### src/rtl/plab2_proc_imem_dmem_arbiter_if.sv
// Memory request/response channel: val/rdy request and response halves.
// The master issues requests and consumes responses; the slave does the opposite.
interface plab2_proc_imem_dmem_arbiter_if #(
  parameter int unsigned p_opaque_nbits = 8,
  parameter int unsigned p_addr_nbits   = 32,
  parameter int unsigned p_data_nbits   = 32
);
  localparam int unsigned len_nbits  = $clog2(p_data_nbits / 8);
  localparam int unsigned req_nbits  = 3 + p_opaque_nbits + p_addr_nbits + len_nbits
                                       + p_data_nbits;
  localparam int unsigned resp_nbits = 3 + p_opaque_nbits + 2 + len_nbits + p_data_nbits;

  logic [req_nbits-1:0]  req_msg;
  logic                  req_val;
  logic                  req_rdy;
  logic [resp_nbits-1:0] resp_msg;
  logic                  resp_val;
  logic                  resp_rdy;

  modport master (
    output req_msg, req_val, resp_rdy,
    input  req_rdy, resp_msg, resp_val
  );

  modport slave (
    input  req_msg, req_val, resp_rdy,
    output req_rdy, resp_msg, resp_val
  );
endinterface

### src/rtl/plab2_proc_imem_dmem_arbiter.sv
// Round-robin arbiter sharing one memory port between imem and dmem. A tag FIFO
// records each accepted request's owner so in-order responses return to it.
module plab2_proc_imem_dmem_arbiter #(
  parameter int unsigned p_opaque_nbits    = 8,
  parameter int unsigned p_addr_nbits      = 32,
  parameter int unsigned p_data_nbits      = 32,
  parameter int unsigned p_max_outstanding = 4,
  localparam int unsigned cnt_nbits        = $clog2(p_max_outstanding) + 1
) (
  input  logic                                  clk,
  input  logic                                  reset,
  plab2_proc_imem_dmem_arbiter_if.slave         imem,
  plab2_proc_imem_dmem_arbiter_if.slave         dmem,
  plab2_proc_imem_dmem_arbiter_if.master        mem,
  output logic [cnt_nbits-1:0]                  num_outstanding
);

  localparam int unsigned ptr_nbits = $clog2(p_max_outstanding);
  localparam int unsigned req_nbits = 3 + p_opaque_nbits + p_addr_nbits
                                      + $clog2(p_data_nbits / 8) + p_data_nbits;

  logic                 prio_q;
  logic                 tags_q [p_max_outstanding];
  logic [ptr_nbits-1:0] wr_ptr_q, rd_ptr_q;
  logic [cnt_nbits-1:0] count_q;

  logic                 full, empty, any_val, winner, head, grant_ok;
  logic                 req_fire, resp_fire;
  logic [req_nbits-1:0] win_msg;

  assign full    = (count_q == cnt_nbits'(p_max_outstanding));
  assign empty   = (count_q == '0);
  assign any_val = imem.req_val | dmem.req_val;
  // With both valid, prio picks; otherwise the lone valid one (imem when idle).
  assign winner  = (imem.req_val & dmem.req_val) ? prio_q : dmem.req_val;
  // Acceptance depends only on registered occupancy: no resp-to-req rdy path.
  assign grant_ok = ~full & reset;
  assign win_msg  = winner ? dmem.req_msg : imem.req_msg;

  assign mem.req_msg  = win_msg;
  assign mem.req_val  = any_val & grant_ok;
  assign imem.req_rdy = any_val & ~winner & mem.req_rdy & grant_ok;
  assign dmem.req_rdy = any_val &  winner & mem.req_rdy & grant_ok;
  assign req_fire     = mem.req_val & mem.req_rdy;

  assign head          = tags_q[rd_ptr_q];
  assign imem.resp_msg = mem.resp_msg;
  assign dmem.resp_msg = mem.resp_msg;
  assign imem.resp_val = mem.resp_val & ~empty & ~head;
  assign dmem.resp_val = mem.resp_val & ~empty &  head;
  assign mem.resp_rdy  = ~empty & (head ? dmem.resp_rdy : imem.resp_rdy);
  assign resp_fire     = mem.resp_val & mem.resp_rdy;

  assign num_outstanding = count_q;

  always_ff @(posedge clk or negedge reset) begin
    if (!reset) begin
      prio_q   <= 1'b1;
      wr_ptr_q <= '0;
      rd_ptr_q <= '0;
      count_q  <= '0;
      for (int i = 0; i < int'(p_max_outstanding); i++) tags_q[i] <= 1'b0;
    end else begin
      if (req_fire) begin
        tags_q[wr_ptr_q] <= winner;
        wr_ptr_q         <= wr_ptr_q + 1'b1;
        prio_q           <= ~winner;
      end
      if (resp_fire) rd_ptr_q <= rd_ptr_q + 1'b1;
      unique case ({req_fire, resp_fire})
        2'b10:   count_q <= count_q + 1'b1;
        2'b01:   count_q <= count_q - 1'b1;
        default: count_q <= count_q;
      endcase
    end
  end

endmodule

### src/flat_wrapper.sv
// flat-port wrapper written by rule: the top's interface ports become plain ports
module plab2_proc_imem_dmem_arbiter_flat 
#(
  parameter int unsigned p_opaque_nbits    = 8,
  parameter int unsigned p_addr_nbits      = 32,
  parameter int unsigned p_data_nbits      = 32,
  parameter int unsigned p_max_outstanding = 4,
  localparam int unsigned cnt_nbits        = $clog2(p_max_outstanding) + 1
)
  (clk, reset, num_outstanding, imem_req_msg, imem_req_val, imem_resp_rdy, imem_req_rdy, imem_resp_msg, imem_resp_val, dmem_req_msg, dmem_req_val, dmem_resp_rdy, dmem_req_rdy, dmem_resp_msg, dmem_resp_val, mem_req_msg, mem_req_val, mem_resp_rdy, mem_req_rdy, mem_resp_msg, mem_resp_val);
  plab2_proc_imem_dmem_arbiter_if #(.p_opaque_nbits(p_opaque_nbits), .p_addr_nbits(p_addr_nbits), .p_data_nbits(p_data_nbits)) imem_i ();
  plab2_proc_imem_dmem_arbiter_if #(.p_opaque_nbits(p_opaque_nbits), .p_addr_nbits(p_addr_nbits), .p_data_nbits(p_data_nbits)) dmem_i ();
  plab2_proc_imem_dmem_arbiter_if #(.p_opaque_nbits(p_opaque_nbits), .p_addr_nbits(p_addr_nbits), .p_data_nbits(p_data_nbits)) mem_i ();
  input  logic clk;
  input  logic reset;
  output logic [cnt_nbits-1:0] num_outstanding;
  input wire logic [$bits(imem_i.req_msg)-1:0] imem_req_msg;
  input wire logic [$bits(imem_i.req_val)-1:0] imem_req_val;
  input wire logic [$bits(imem_i.resp_rdy)-1:0] imem_resp_rdy;
  output wire logic [$bits(imem_i.req_rdy)-1:0] imem_req_rdy;
  output wire logic [$bits(imem_i.resp_msg)-1:0] imem_resp_msg;
  output wire logic [$bits(imem_i.resp_val)-1:0] imem_resp_val;
  input wire logic [$bits(dmem_i.req_msg)-1:0] dmem_req_msg;
  input wire logic [$bits(dmem_i.req_val)-1:0] dmem_req_val;
  input wire logic [$bits(dmem_i.resp_rdy)-1:0] dmem_resp_rdy;
  output wire logic [$bits(dmem_i.req_rdy)-1:0] dmem_req_rdy;
  output wire logic [$bits(dmem_i.resp_msg)-1:0] dmem_resp_msg;
  output wire logic [$bits(dmem_i.resp_val)-1:0] dmem_resp_val;
  output wire logic [$bits(mem_i.req_msg)-1:0] mem_req_msg;
  output wire logic [$bits(mem_i.req_val)-1:0] mem_req_val;
  output wire logic [$bits(mem_i.resp_rdy)-1:0] mem_resp_rdy;
  input wire logic [$bits(mem_i.req_rdy)-1:0] mem_req_rdy;
  input wire logic [$bits(mem_i.resp_msg)-1:0] mem_resp_msg;
  input wire logic [$bits(mem_i.resp_val)-1:0] mem_resp_val;
  assign imem_i.req_msg = imem_req_msg;
  assign imem_i.req_val = imem_req_val;
  assign imem_i.resp_rdy = imem_resp_rdy;
  assign imem_req_rdy = imem_i.req_rdy;
  assign imem_resp_msg = imem_i.resp_msg;
  assign imem_resp_val = imem_i.resp_val;
  assign dmem_i.req_msg = dmem_req_msg;
  assign dmem_i.req_val = dmem_req_val;
  assign dmem_i.resp_rdy = dmem_resp_rdy;
  assign dmem_req_rdy = dmem_i.req_rdy;
  assign dmem_resp_msg = dmem_i.resp_msg;
  assign dmem_resp_val = dmem_i.resp_val;
  assign mem_req_msg = mem_i.req_msg;
  assign mem_req_val = mem_i.req_val;
  assign mem_resp_rdy = mem_i.resp_rdy;
  assign mem_i.req_rdy = mem_req_rdy;
  assign mem_i.resp_msg = mem_resp_msg;
  assign mem_i.resp_val = mem_resp_val;
  plab2_proc_imem_dmem_arbiter #(.p_opaque_nbits(p_opaque_nbits), .p_addr_nbits(p_addr_nbits), .p_data_nbits(p_data_nbits), .p_max_outstanding(p_max_outstanding)) u_core (.clk(clk), .reset(reset), .imem(imem_i), .dmem(dmem_i), .mem(mem_i), .num_outstanding(num_outstanding));
endmodule
### config.mk
export PLATFORM = sky130hd
export DESIGN_NAME = plab2_proc_imem_dmem_arbiter_flat
export DESIGN_NICKNAME = d
export VERILOG_FILES = /design/src/rtl/plab2_proc_imem_dmem_arbiter_if.sv /design/src/rtl/plab2_proc_imem_dmem_arbiter.sv /design/src/flat_wrapper.sv
export SDC_FILE = /design/constraint.sdc
export NUM_CORES = 1
export LEC_CHECK = 0
export ABC_AREA = 1
export CAP_MARGIN = 20
export CORE_AREA = 2 2 150 152
export CTS_BUF_LIST = sky130_fd_sc_hd__clkbuf_2
export CTS_CLUSTER_SIZE = 16
export DETAILED_ROUTE_END_ITERATION = 12
export DIE_AREA = 0 0 152 154
export MAX_ROUTING_LAYER = met4
export PLACE_DENSITY = 0.52
export SLEW_MARGIN = 10
export SYNTH_ARGS = -nofsm -noshare
export SYNTH_HDL_FRONTEND = slang
export SYNTH_SLANG_ARGS = --single-unit
### constraint.sdc
create_clock -name clk -period 5.6 [get_ports clk]
set_input_delay 0.56 -clock clk [delete_from_list [all_inputs] [get_ports clk]]
set_output_delay 0.56 -clock clk [all_outputs]
set_load 0.01 [all_outputs]
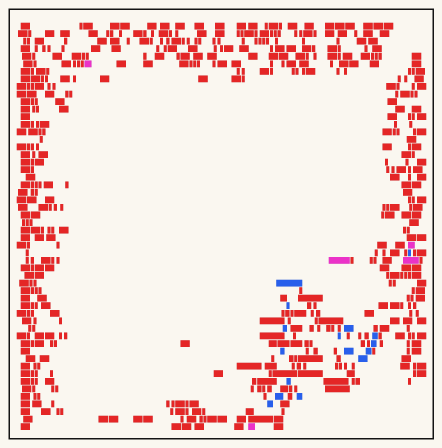
(run_1/drive_strength.png)
| color | size | cells |
|---|---|---|
| magenta | drive 3 to 4 | 5 |
| blue | drive 2 | 16 |
| red | drive 1 or less | 562 |
final design area excluding fillers: 0.004528 mm²
final worst setup slack: 2.061 ns
Non-CTS buffers: 250

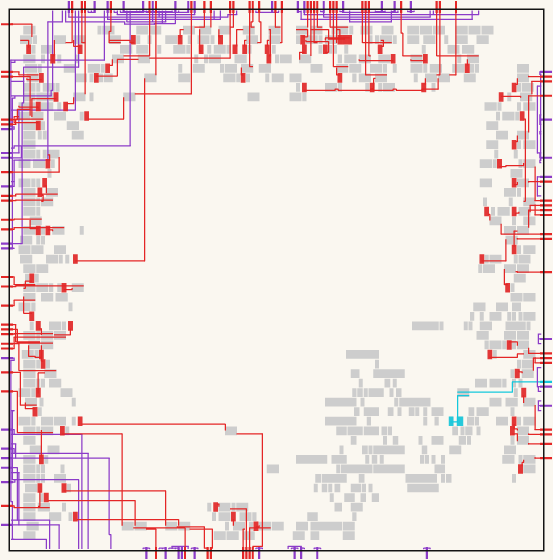
(run_1/port_nets.png)
| color | port | bits | direction | edge | end cells | buffers | wire |
|---|---|---|---|---|---|---|---|
| cyan | dmem_resp_rdy | 1 | input | right | 2 | 1 | 39.2 µm |
| red | mem_req_msg | 77 | output | 30 top, 21 left, 18 right, 8 bottom | 77 | 77 | 1660 µm |
| purple | imem_resp_msg | 47 | output | 17 top, 13 left, 10 bottom, 7 right | 0 | 0 | 1330 µm |
buffers added on ports: 247
number of top-level design ports: 389

==> run notes, run 1 <==
The flow ran to the end, and the final reports show no timing, DRC or antenna violations. In the synthesis report, Yosys lists the chip area as 0.002484 mm². With the critical path data required time at 5.04 ns, the transition time at the pin with the least slew margin is 0.9747 ns. In the final layout, flip-flops and latches occupy 301.5 µm².

The run gives 166 µW as the power consumed by sequential cells. For reference, the clock transition at the flip-flops on the worst setup and hold paths is 0.11 ns. The script logs the ratio of routed vias to standard cells as 3.419. The logic depth of the worst setup path including buffers works out to 7.

Summed over all layers, the global routing overflow is 0. Per the detail_route log, met3 wirelength is 1359 µm. The signal on the critical path passes through clkdlybuf4s50_1 -> a21oi_4 -> inv_2 -> buf_4 -> nand2_1 -> nand2_1 -> clkdlybuf4s50_1. The logs give 79.0% for the share of power burned in combinational logic and 0.02169 mm² for the core area.

The clock period could shrink to 3.539 ns. The main logic family after synthesis was simple AND/OR/NAND/NOR gates. After its last routability iteration, the placer logged a weighted congestion of 0.8089. Final design utilization: 20.88%. The detailed placer reported the number of placed instances as 859. Counting every sink on the clock net gives 12. According to the timing report, the critical path is captured at mem_req_msg[21].

The share of cell area taken by multi-input logic gates was 28.10%. Measured on the final layout, buffering overhead outside the clock network stands at 55.10%. The largest delay contributor family on the critical path was buffers and inverters. Of the total synthesized cell area, the portion taken by AND-OR and OR-AND cells is 3.023%. The cell type with the highest aggregate area in the netlist was sky130_fd_sc_hd__nand2_1. For the worst supply voltage drop on vdd, the log shows 0.00008294 V. The first global-routing pass estimated 16300 µm of wire. The detailed placement HPWL came out at 8935 µm. Once detail routing completed, the nets flagged for antenna violations numbered 0. The routed length on met1 was 4192 µm; the flip-flop count of the largest register, all copies and words added was 4. TritonCTS built the clock tree.

Yosys reports that the most numerous cell types are sky130_fd_sc_hd__nand2_1 (249), sky130_fd_sc_hd__buf_4 (103), sky130_fd_sc_hd__inv_1 (21). The number of buffers added to fix hold violations after cts is 0. Per the OpenROAD floorplan log, the height of the die is 154 µm. For the residual DRC count, the log shows 0. The number of cells reported by Yosys stat comes to 440. Once the clock tree was built, the resizer swapped 0 gates to a different size. Per the timing report, the achievable frequency comes out to 282.5 MHz. OpenSTA, run right after detailed placement, puts the worst setup slack at 1.986 ns.

The logs give 45.3 µW for the reported clock group power and 54 for the count of standard-cell rows. The run gives 0% for the share of cell area taken by muxes after synthesis. The number of tap instances is 280. The basic-gate share of the synthesized area counting and, or, nand and nor cells came out at 43.17%. In the final layout, the fill cell count is 2487. The run gives 3.602% for the ratio of cells with drive above 1 in the final layout.

The tools report the aggregate negative setup slack as 0 ns. Clock tree synthesis selected as its root buffer the cell sky130_fd_sc_hd__clkbuf_2. Most area-hungry cell class in the final design: buffers. The worst hold endpoint is u_core.tags_q[2]. Sequential cells burn 16.5% of the power. The share of the synthesized area in the top cell type was 37.63%. Counting endpoints that fail hold in the final report gives 0.

The via count of the routed design was 2951. Entering global routing, the biggest net connects 84 pins. Register bank with the most flops: u_core.tags_q. The multi-input combinational cells in the finished layout cover a total of 0.001272 mm². The cell with the biggest individual delay on the critical path is sky130_fd_sc_hd__inv_2. With the headroom to the max-slew limit at 35.02%, the max-slew violation count is 0.

After detailed placement, the total cell area comes to 0.004509 mm². Multi-input combinational cells in the finished layout were counted as 293. For the detailed router's first-iteration violation count, the log shows 153. The dominant synthesized flop cell is sky130_fd_sc_hd__dfrtp_1. The tools report the cell internal power dissipation as 563.0 µW. Flop share of the area: 6.659%. Synthesized area divided by synthesized cell count: 5.645 µm². By area the synthesized netlist is led by sky130_fd_sc_hd__nand2_1 (38%), sky130_fd_sc_hd__buf_4 (31%), sky130_fd_sc_hd__dfrtp_1 (11%). The run gives 10630 µm as the detailed-route wire length.

The design has 12 sequential cells. The synthesized design contains 0 enable-type register cells. The worst setup path is captured at an output pin. Note that the worst hold path type here is flip-flop to flip-flop.

The via count of the first global-routing pass was 3043. The tools report the overall fraction of global-route tracks in use as 8.771%. The net switching power in the latest report is 442.9 µW.

By startpoint and endpoint, the worst setup path is classified as primary input to output pin. With the instance tally after logic synthesis at 440, the power drawn by the combinational cells is 794 µW. Synthesis produced a netlist with a net count of 655. Of all flip-flops after synthesis, the portion carrying an async set or reset was 100.0%. The top cell type in the final layout, fill and taps aside, is sky130_fd_sc_hd__nand2_1.

Per the layout report, the design carries 24 non-clock inverters. With the clock latency on the worst-skew pair at 0.27 ns, the worst reg2reg path depth is 10. The report lists the power per cell area as 222.1 mW/mm². The total number of yosys warnings was 0; the number of buffers between clock root and the deepest sink was 2.

In this run the post-CTS setup repair buffer count came out at 0. The horizontal die size was 152 µm; the number of warning messages in the logs was 29. Worst clock skew: 0.01458 ns. The launch point of the worst register-to-register path is recorded as u_core.num_outstanding[0]. Hold timing on the final database bottoms out at a slack of 0.5177 ns. In this design, the stage delay of the slowest critical-path cell is 0.70 ns. The met1 global-route usage was 9.830%.

The tools report the worst hold path startpoint as u_core.tags_q[2]. Buffers inserted during clock tree synthesis total 3. The cell with the most instances after synthesis was sky130_fd_sc_hd__nand2_1.

Leakage power of the design: 2.101 nW. The tools report the terminus of the critical flop-to-flop path as u_core.num_outstanding[2]. Of the available clock period, the critical path in the final layout requires 63.20%. For the maximum level of the CTS H-tree, the log shows 1.

The number of buffers and inverters on the critical path works out to 4. In the finished layout, the clock tree contains a buffer count of 3.
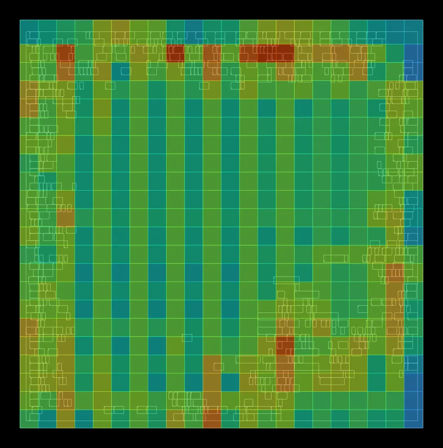
(run_1/final_congestion.png)
post-DR wirelength/cell: 12.32 µm
met2 routing resource usage after global routing: 14.91%
GR Util met3: 3.636%

## Run 2: what changed since run 1
PLACE_DENSITY = 0.53   (was 0.52)
clock period = 3 ns   (was 5.6 ns; I/O delays follow)
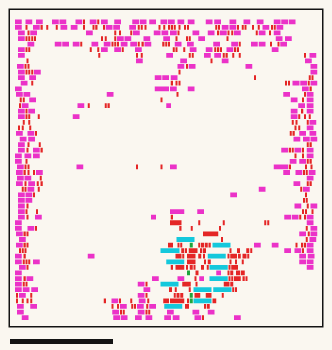
(run_2/cell_classes.png)
The bar under the picture is 50 µm long.
| color | class | cells | share of their area |
|---|---|---|---|
| cyan | flip-flops | 12 | 7.1% |
| magenta | other buffers and delay cells | 254 | 60% |
| red | all other logic | 317 | 32% |
| green | clock drivers and dummy loads | 4 | 0.47% |
register fraction of the total cell area: 6.560%
final design area excluding fillers: 0.004597 mm²
core area: 0.02169 mm²
end-of-flow core utilization: 21.20%
number of standard-cell rows in the floorplan: 54

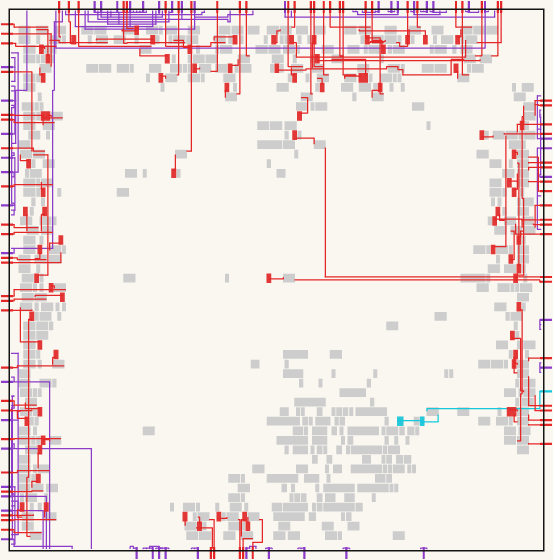
(run_2/port_nets.png)
| color | port | bits | direction | edge | end cells | buffers | wire |
|---|---|---|---|---|---|---|---|
| purple | imem_resp_msg | 47 | output | 18 top, 14 left, 10 bottom, 5 right | 0 | 0 | 1220 µm |
| cyan | dmem_resp_rdy | 1 | input | right | 2 | 1 | 52.4 µm |
| red | mem_req_msg | 77 | output | 28 top, 24 left, 20 right, 5 bottom | 77 | 77 | 1920 µm |

==> run 2 against run 1 <==
  * Design area rose by 1.5%
  * Register-to-register slack got worse by 2.6 ns
  * Die area did not move
  * Clock skew fell by 0.012 ns
  * Setup slack got worse by 1.6 ns
  * Sequential power rose by 86%
  * First-iteration DRC count fell by 11%
  * Area after synthesis did not move
  * Final cell count rose by 0.46%
  * Non-clock buffer count rose by 4
==> run notes, run 2 <==
The routed design has 10890 µm of wire. The clock period could shrink to 2.563 ns. The longest clock path from root to sink contains 2 buffers. The area taken by sequential standard cells is reported as 301.5 µm². The power report puts the leakage power at 2.137 nW. With the cell internal power dissipation at 1.081 mW, the headroom to the max-slew limit is 71.42%. Share of cell area taken by muxes after synthesis: 0%. The logic depth of the worst setup path including buffers was 7.

The congestion estimate from routability-driven global placement came to 0.7489. Most area-hungry cell class in the final design: buffers. The HPWL after detailed placement is 9259 µm. Per the TritonCTS log, the buffer count is 3. Counting flops with a built-in enable in the synthesized netlist gives 0.

With the share of async-settable or async-resettable flops after synthesis at 100.0%, the number of fill cells in the layout is 2471. The total area of multi-input combinational cells was 0.001272 mm². The run gives 0 as the count of antenna-violating nets left after detailed routing. The placement stage leaves a total instance area of 0.004577 mm². Measured along the x axis, the die boundary spans 152 µm.

Summed over all combinational cells, the power is 1.51 mW. The via count of the first global-routing pass was 2969; the via count of the routed design was 2949. The worst clock skew came out at 0.002951 ns.

In the final layout, excluding clock inverters the inverter count is 24. The run gives 0 for the hold violation total from the final report. Number of buffers added to fix hold violations after cts: 0. After technology mapping, the gate count stands at 440. The capture point of the critical path was reported as mem_req_msg[4].

By area the synthesized netlist is led by sky130_fd_sc_hd__nand2_1 (38%), sky130_fd_sc_hd__buf_4 (31%), sky130_fd_sc_hd__dfrtp_1 (11%). Register bank with the most flops: u_core.tags_q. Summed over the clock group, the power is 90.0 µW. The run gives 254 for the number of non-clock buffers in the layout.

Per the cell usage report, the commonest logic cell in the layout is sky130_fd_sc_hd__nand2_1. In this run the critical path is formed by clkdlybuf4s50_1 -> a21oi_4 -> inv_2 -> buf_12 -> nand2_1 -> nand2_1 -> clkdlybuf4s50_1. The path type of the worst setup path was primary input to output pin.

The run gives 1 for the maximum level of the CTS H-tree. Terminus of the critical flop-to-flop path: u_core.num_outstanding[2]. Looking at the max-slew report, the worst-margin pin has a slew of 0.4280 ns.

With the number of top-level pins at 389, the share of the clock period used by the worst path after layout is 85.45%. For reference, the top logic cell family by area is simple AND/OR/NAND/NOR gates. The tools report the launch instance of the worst register-to-register path as u_core.num_outstanding[2].

Global routing used 4.059% of the available met3 tracks. The residual DRC count was 0; the wire length on met3 was 1337 µm. The worst setup path is captured at an output pin. Post-CTS repair changed the size of 0 cells. For the worst-skew pair, the clock arrives at the later sink with an insertion delay of 0.26 ns. TritonCTS built the clock tree.

The basic-gate share of the synthesized area counting and, or, nand and nor cells was 43.17%; the final global-route overflow total was 0. CTS placed an instance of sky130_fd_sc_hd__clkbuf_2 at the clock tree root. Cells with a size suffix above 1 make up 4.429% of the layout. With the overall fraction of global-route tracks in use at 8.846%, the pin count of the biggest net entering global routing is 84.

The number of tap instances came out at 280. The run gives 4 for the flip-flop count of the largest register, all copies and words added. The number of nets handed over by synthesis was 655. The clock transition time at the flip-flop clock pins of the worst setup and hold paths is 0.12 ns. The worst hold-check slack is 0.4375 ns, and the total power density per cell area is 416.2 mW/mm².

The tools report the net load switching power as 832.0 µW. In this run, power in flip-flops and latches comes to 309 µW. 293 cells are multi-input combinational gates.

The flop count was 12; the post-placement worst setup slack was 0.3619 ns. Of the total power, registers draw 16.1%. Setup total negative slack on the finished layout was measured at 0 ns. The number of warnings reported in the stage logs is 29. The run finished with clean final reports. During placement, the flow inserted port buffers numbering 247. Per the power-grid run, VDD falls by no more than 0.0001716 V.

The run gives 0.4366 ns for the setup slack after layout. The via count normalized by instance count is 3.401, and the met1 global-route usage is 9.255%. For this run, global-route usage on met2 was measured as 15.02%.

In this run the biggest area consumer among cell types represents 37.63% of the synthesized area. sky130_fd_sc_hd__nand2_1 is the most common cell in the netlist. In the synthesized netlist, the cells that appear most often are sky130_fd_sc_hd__nand2_1 (249), sky130_fd_sc_hd__buf_4 (103), sky130_fd_sc_hd__inv_1 (21). Per the detail_route report, routed wire per instance is 12.57 µm.

The first routing iteration left 136 violations. Of the total power, combinational logic draws 79.1%. The dominant synthesized flop cell is sky130_fd_sc_hd__dfrtp_1. For this run, the top clock speed supported by timing is 390.1 MHz. The area reported by Yosys stat came out at 0.002484 mm².

The run gives 0.56 ns for the critical path's largest stage delay. Cell type with the highest aggregate area in the netlist: sky130_fd_sc_hd__nand2_1. The final-layout non-clock buffer area share was 55.74%. With the wire length of the first global-routing pass at 16220 µm, the total number of yosys warnings is 0.
Power and IR drop assume default switching activity.
